### src/rtl/glyph_rain_engine.sv
// rtl/glyph_rain_engine.sv - per-column digital rain engine with frame walk and 2-clock pixel pipeline
module glyph_rain_engine #(
  parameter int          NUM_COLS   = 80,
  parameter int          NUM_ROWS   = 40,
  parameter int          GLYPH_W    = 8,
  parameter int          GLYPH_H    = 12,
  parameter int          NUM_GLYPHS = 51,
  parameter logic [15:0] LFSR_SEED  = 16'hACE1,
  parameter int          HPOS_W     = 11,
  parameter int          VPOS_W     = 10
) (
  input  logic              clk,
  input  logic              rst_n,
  input  logic [HPOS_W-1:0] hpos,
  input  logic [VPOS_W-1:0] vpos,
  input  logic              display_on,
  input  logic              frame_tick,
  input  logic              pause,
  input  logic [1:0]        density,
  input  logic [1:0]        pal_sel,
  output logic [5:0]        glyph_idx,
  output logic [2:0]        glyph_x,
  output logic [3:0]        glyph_y,
  input  logic              glyph_pixel,
  output logic [5:0]        rgb,
  output logic              busy,
  output logic              overrun
);
  localparam int HMAX = NUM_ROWS + 19;
  localparam int HW   = $clog2(HMAX + 1);
  localparam int GXW  = $clog2(GLYPH_W);
  localparam int CW   = (NUM_COLS > 1) ? $clog2(NUM_COLS) : 1;
  localparam int RW   = VPOS_W;

  typedef enum logic {IDLE, WALK} state_t;

  logic [HW-1:0] head [NUM_COLS];
  logic [4:0]    len  [NUM_COLS];
  logic [1:0]    spd  [NUM_COLS];
  logic [1:0]    sub  [NUM_COLS];
  logic [5:0]    seed [NUM_COLS];

  // Row tracking: *_cur is the cell position of the pixel on the inputs right now.
  logic [VPOS_W-1:0] vpos_q;
  logic [3:0]        cy, cy_cur;
  logic [RW-1:0]     row, row_cur;
  logic [5:0]        gm, gm_cur;

  always_comb begin
    cy_cur  = cy;
    row_cur = row;
    gm_cur  = gm;
    if (vpos == '0) begin
      cy_cur  = '0;
      row_cur = '0;
      gm_cur  = '0;
    end else if (vpos != vpos_q) begin
      if (cy == 4'(GLYPH_H - 1)) begin
        cy_cur  = '0;
        row_cur = row + 1'b1;
        gm_cur  = (gm == 6'(NUM_GLYPHS - 1)) ? 6'd0 : gm + 1'b1;
      end else begin
        cy_cur = cy + 1'b1;
      end
    end
  end

  always_ff @(posedge clk or negedge rst_n) begin
    if (!rst_n) begin
      vpos_q <= '0;
      cy     <= '0;
      row    <= '0;
      gm     <= '0;
    end else begin
      vpos_q <= vpos;
      cy     <= cy_cur;
      row    <= row_cur;
      gm     <= gm_cur;
    end
  end

  state_t        state, state_nx;
  logic [CW-1:0] ptr, ptr_nx;
  logic [15:0]   lfsr, lfsr_nx, lfsr_step;
  logic          col_we;

  assign lfsr_step = {1'b0, lfsr[15:1]} ^ (lfsr[0] ? 16'hB400 : 16'h0000);
  assign busy      = (state == WALK);

  always_comb begin
    state_nx = state;
    ptr_nx   = ptr;
    lfsr_nx  = lfsr;
    col_we   = 1'b0;
    case (state)
      IDLE: begin
        if (frame_tick) begin
          state_nx = WALK;
          ptr_nx   = '0;
        end
      end
      WALK: begin
        lfsr_nx = lfsr_step;
        col_we  = ~pause;
        if (ptr == CW'(NUM_COLS - 1)) state_nx = IDLE;
        else                          ptr_nx   = ptr + 1'b1;
      end
      default: state_nx = IDLE;
    endcase
  end

  always_ff @(posedge clk or negedge rst_n) begin
    if (!rst_n) begin
      state   <= IDLE;
      ptr     <= '0;
      lfsr    <= LFSR_SEED;
      overrun <= 1'b0;
    end else begin
      state <= state_nx;
      ptr   <= ptr_nx;
      lfsr  <= lfsr_nx;
      if (state == WALK && frame_tick) overrun <= 1'b1;
    end
  end

  // Column update for ptr, driven by the freshly stepped LFSR value.
  logic        active, spawn;
  logic [1:0]  spawn_mask;
  logic [5:0]  seed_raw, seed_new;

  assign active     = 16'(head[ptr]) < (16'(len[ptr]) + 16'(NUM_ROWS));
  assign spawn_mask = (density == 2'd0) ? 2'b00 : (density == 2'd1) ? 2'b01 : 2'b11;
  assign spawn      = (density != 2'd3) && ((lfsr_step[13:12] & spawn_mask) == 2'b00);
  assign seed_raw   = lfsr_step[11:6];
  assign seed_new   = (seed_raw >= 6'(NUM_GLYPHS)) ? seed_raw - 6'(NUM_GLYPHS) : seed_raw;

  always_ff @(posedge clk or negedge rst_n) begin
    if (!rst_n) begin
      for (int i = 0; i < NUM_COLS; i++) begin
        head[i] <= HW'(HMAX);
        len[i]  <= 5'd15;
        spd[i]  <= '0;
        sub[i]  <= '0;
        seed[i] <= '0;
      end
    end else if (col_we) begin
      if (active) begin
        if (sub[ptr] == spd[ptr]) begin
          head[ptr] <= head[ptr] + 1'b1;
          sub[ptr]  <= '0;
        end else begin
          sub[ptr] <= sub[ptr] + 1'b1;
        end
      end else if (spawn) begin
        head[ptr] <= '0;
        sub[ptr]  <= '0;
        spd[ptr]  <= lfsr_step[1:0];
        len[ptr]  <= 5'd4 + {1'b0, lfsr_step[5:2]};
        seed[ptr] <= seed_new;
      end
    end
  end

  // Stage 0: column lookup and glyph addressing.
  logic [HPOS_W-1:0] col;
  logic              col_ok, vis_nx;
  logic [CW-1:0]     cidx;
  logic [6:0]        gsum;
  logic signed [RW:0] d_nx, d_q;
  logic [4:0]        len_q;
  logic              vis_q;

  assign col    = hpos >> GXW;
  assign col_ok = col < HPOS_W'(NUM_COLS);
  assign cidx   = col_ok ? CW'(col) : '0;
  assign gsum   = 7'(seed[cidx]) + 7'(gm_cur);
  assign d_nx   = $signed({1'b0, RW'(head[cidx])}) - $signed({1'b0, row_cur});
  assign vis_nx = display_on && col_ok && (row_cur < RW'(NUM_ROWS));

  always_ff @(posedge clk or negedge rst_n) begin
    if (!rst_n) begin
      glyph_idx <= '0;
      glyph_x   <= '0;
      glyph_y   <= '0;
      d_q       <= '0;
      len_q     <= '0;
      vis_q     <= 1'b0;
    end else begin
      glyph_idx <= (gsum >= 7'(NUM_GLYPHS)) ? 6'(gsum - 7'(NUM_GLYPHS)) : 6'(gsum);
      glyph_x   <= 3'(hpos[GXW-1:0]);
      glyph_y   <= cy_cur;
      d_q       <= d_nx;
      len_q     <= len[cidx];
      vis_q     <= vis_nx;
    end
  end

  // Stage 1: ROM bit in, colour out.
  logic [RW-1:0] d_u;
  logic          lit;
  logic [1:0]    lv;
  logic [5:0]    rgb_nx;

  assign d_u = d_q[RW-1:0];
  assign lit = vis_q && glyph_pixel && !d_q[RW] && (d_u < RW'(len_q));
  assign lv  = (d_u < RW'(4)) ? 2'd3 : (d_u < RW'(8)) ? 2'd2 : 2'd1;

  always_comb begin
    rgb_nx = 6'h00;
    if (lit) begin
      if (d_u == '0) begin
        rgb_nx = 6'h3F;
      end else begin
        case (pal_sel)
          2'd0:    rgb_nx = {2'b00, lv, 2'b00};
          2'd1:    rgb_nx = {lv, 1'b0, lv[1], 2'b00};
          2'd2:    rgb_nx = {2'b00, lv, lv};
          default: rgb_nx = {lv, lv, lv};
        endcase
      end
    end
  end

  always_ff @(posedge clk or negedge rst_n) begin
    if (!rst_n) rgb <= '0;
    else        rgb <= rgb_nx;
  end
endmodule
### config.mk
export PLATFORM = sky130hd
export DESIGN_NAME = glyph_rain_engine
export DESIGN_NICKNAME = d
export VERILOG_FILES = /design/src/rtl/glyph_rain_engine.sv
export SDC_FILE = /design/constraint.sdc
export NUM_CORES = 2
export LEC_CHECK = 0
export CAP_MARGIN = 25
export CORE_MARGIN = 2
export CORE_UTILIZATION = 30
export CTS_CLUSTER_SIZE = 12
export DETAILED_ROUTE_END_ITERATION = 7
export PLACE_DENSITY = 0.5
export SYNTH_ARGS = -nofsm -noshare
export SYNTH_HDL_FRONTEND = slang
export SYNTH_SLANG_ARGS = --single-unit
### constraint.sdc
create_clock -name clk -period 6.33 [get_ports clk]
set_clock_uncertainty 0.1 [all_clocks]
set_input_delay 1.899 -clock clk [delete_from_list [all_inputs] [get_ports clk]]
set_output_delay 1.899 -clock clk [all_outputs]
set_load 0.02 [all_outputs]
Fig. 1: placement view
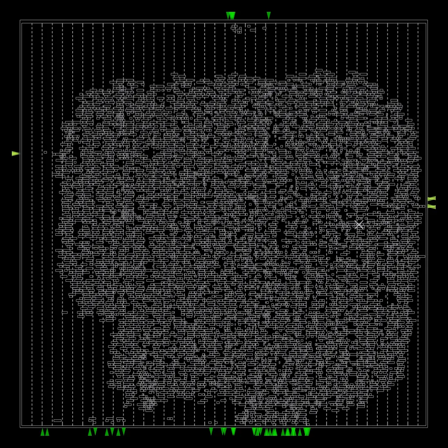
core occupancy in the finished layout: 0.366
number of well-tap cells placed: 3958
fraction of area in registers: 0.410
placeable core region: 300000 um^2
number of sequential cells: 1767

==> flow_summary.ini <==
; implementation run metrics
[setup_path]
cp-endpoint = seed[40]
worst_ep_required_time_ns = 6.95
crit_path_max_fanout = 40
endpoint_kind = flip-flop
timing.critical_path.max_delay_family = buffers and inverters

[finish]
comb_share = 0.383
layout-area-overhead-vs-synth_pct = 21.3
layout_top_cells_excl_fill_tap = mux2_2, dfrtp_1, dfstp_2, buf_4, nand2_1
final-nonclk-buf-share = 0.0904
final.signal_buffer_count = 949
fillers = 29100
clock_tree_area_fraction = 0.0635
seqCellArea_um2 = 45100
drive_gt1_frac = 0.467
nets = 7789
layout.non_clock_inverters = 214
design_area_um2 = 110000

[global_route]
grt.overflow.total = 0
grt_pass1_wl_um = 552000
globalRoute.busiestLayer = met2
grt_util_met1 = 0.339

[yosys]
synth-compound-area-share = 0.137
yosys.area.top_type = dfrtp_1
ys_chip_area_um2 = 90700
synth.top_cells.by_area = dfrtp_1, dfstp_2, mux2_2, mux4_2, mux2i_1
synth_seq_share = 0.498
post_synth_main_logic_family = multiplexers
share_of_flip_flops_with_an_asynchronous_set_or_reset = 1.00
mux_area_frac = 0.263
count_of_instantiated_cells_in_the_yosys_netlist = 7255
top_cell_area_share = 0.287
distinct_cell_type_count_after_synthesis = 88

[worst_hold_path]
worst_hold_path_type = flip-flop to flip-flop
timing.hold.worst.start = overrun
holdPathEnd = overrun

[routing]
remaining_drc_errors = 2
top_layer_used = met5
detail_route.vias_per_cell = 5.88

[cts]
worstSkewPairLatency_ns = 0.89
cts_resized = 9
cts_buffer_depth = 3
ctsHtreeMaxLevel = 4

[power_and_ir_drop]
comb_pwr_uw = 1810
sequentialPower_uw = 11600
static-leakage-power_uw = 0.0470
power_per_cell_area_nw_per_um2 = 235
p_sw_uw = 6450
clock_power_uw = 12400
comb_power_share = 0.070

[placed_design]
numPlacedInstances = 11500
pre_cts_slack_ns = -1.21

[sta]
setup_viol = 78
fin_crit_ns = 6.38
timing.max_slew.rel_slack = 0.199
postLayoutSetupSlackWorst_ns = -0.0473
timing.setup.tns_ns = -1.48

[die]
io_pins = 52
fp_util = 0.302
placement_rows = 201

[outcome]
failed_checks = DRC, setup timing
status = complete, but fails checks

[flow_run]
stage_log_warnings = 48
maxCapViolCount = 0
Fig. 2: M2 wires
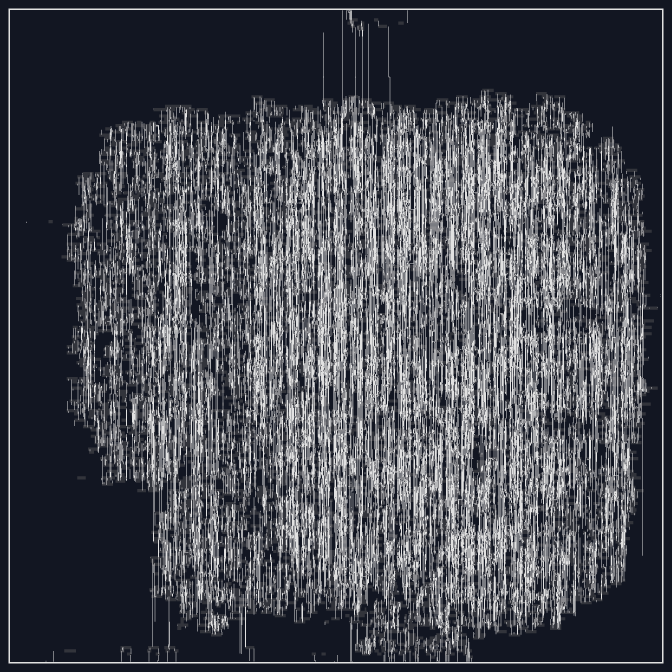
longest straight run: 146 um
share of all routed wire: 44%
wire length on this layer: 171 mm
nets with wire on the layer: 6960
met2 usage in global routing: 0.373
routed vias: 69800
post-detailed-routing wire length: 391000 um

Power figures rest on the tool's default switching activity, not on a simulated workload.
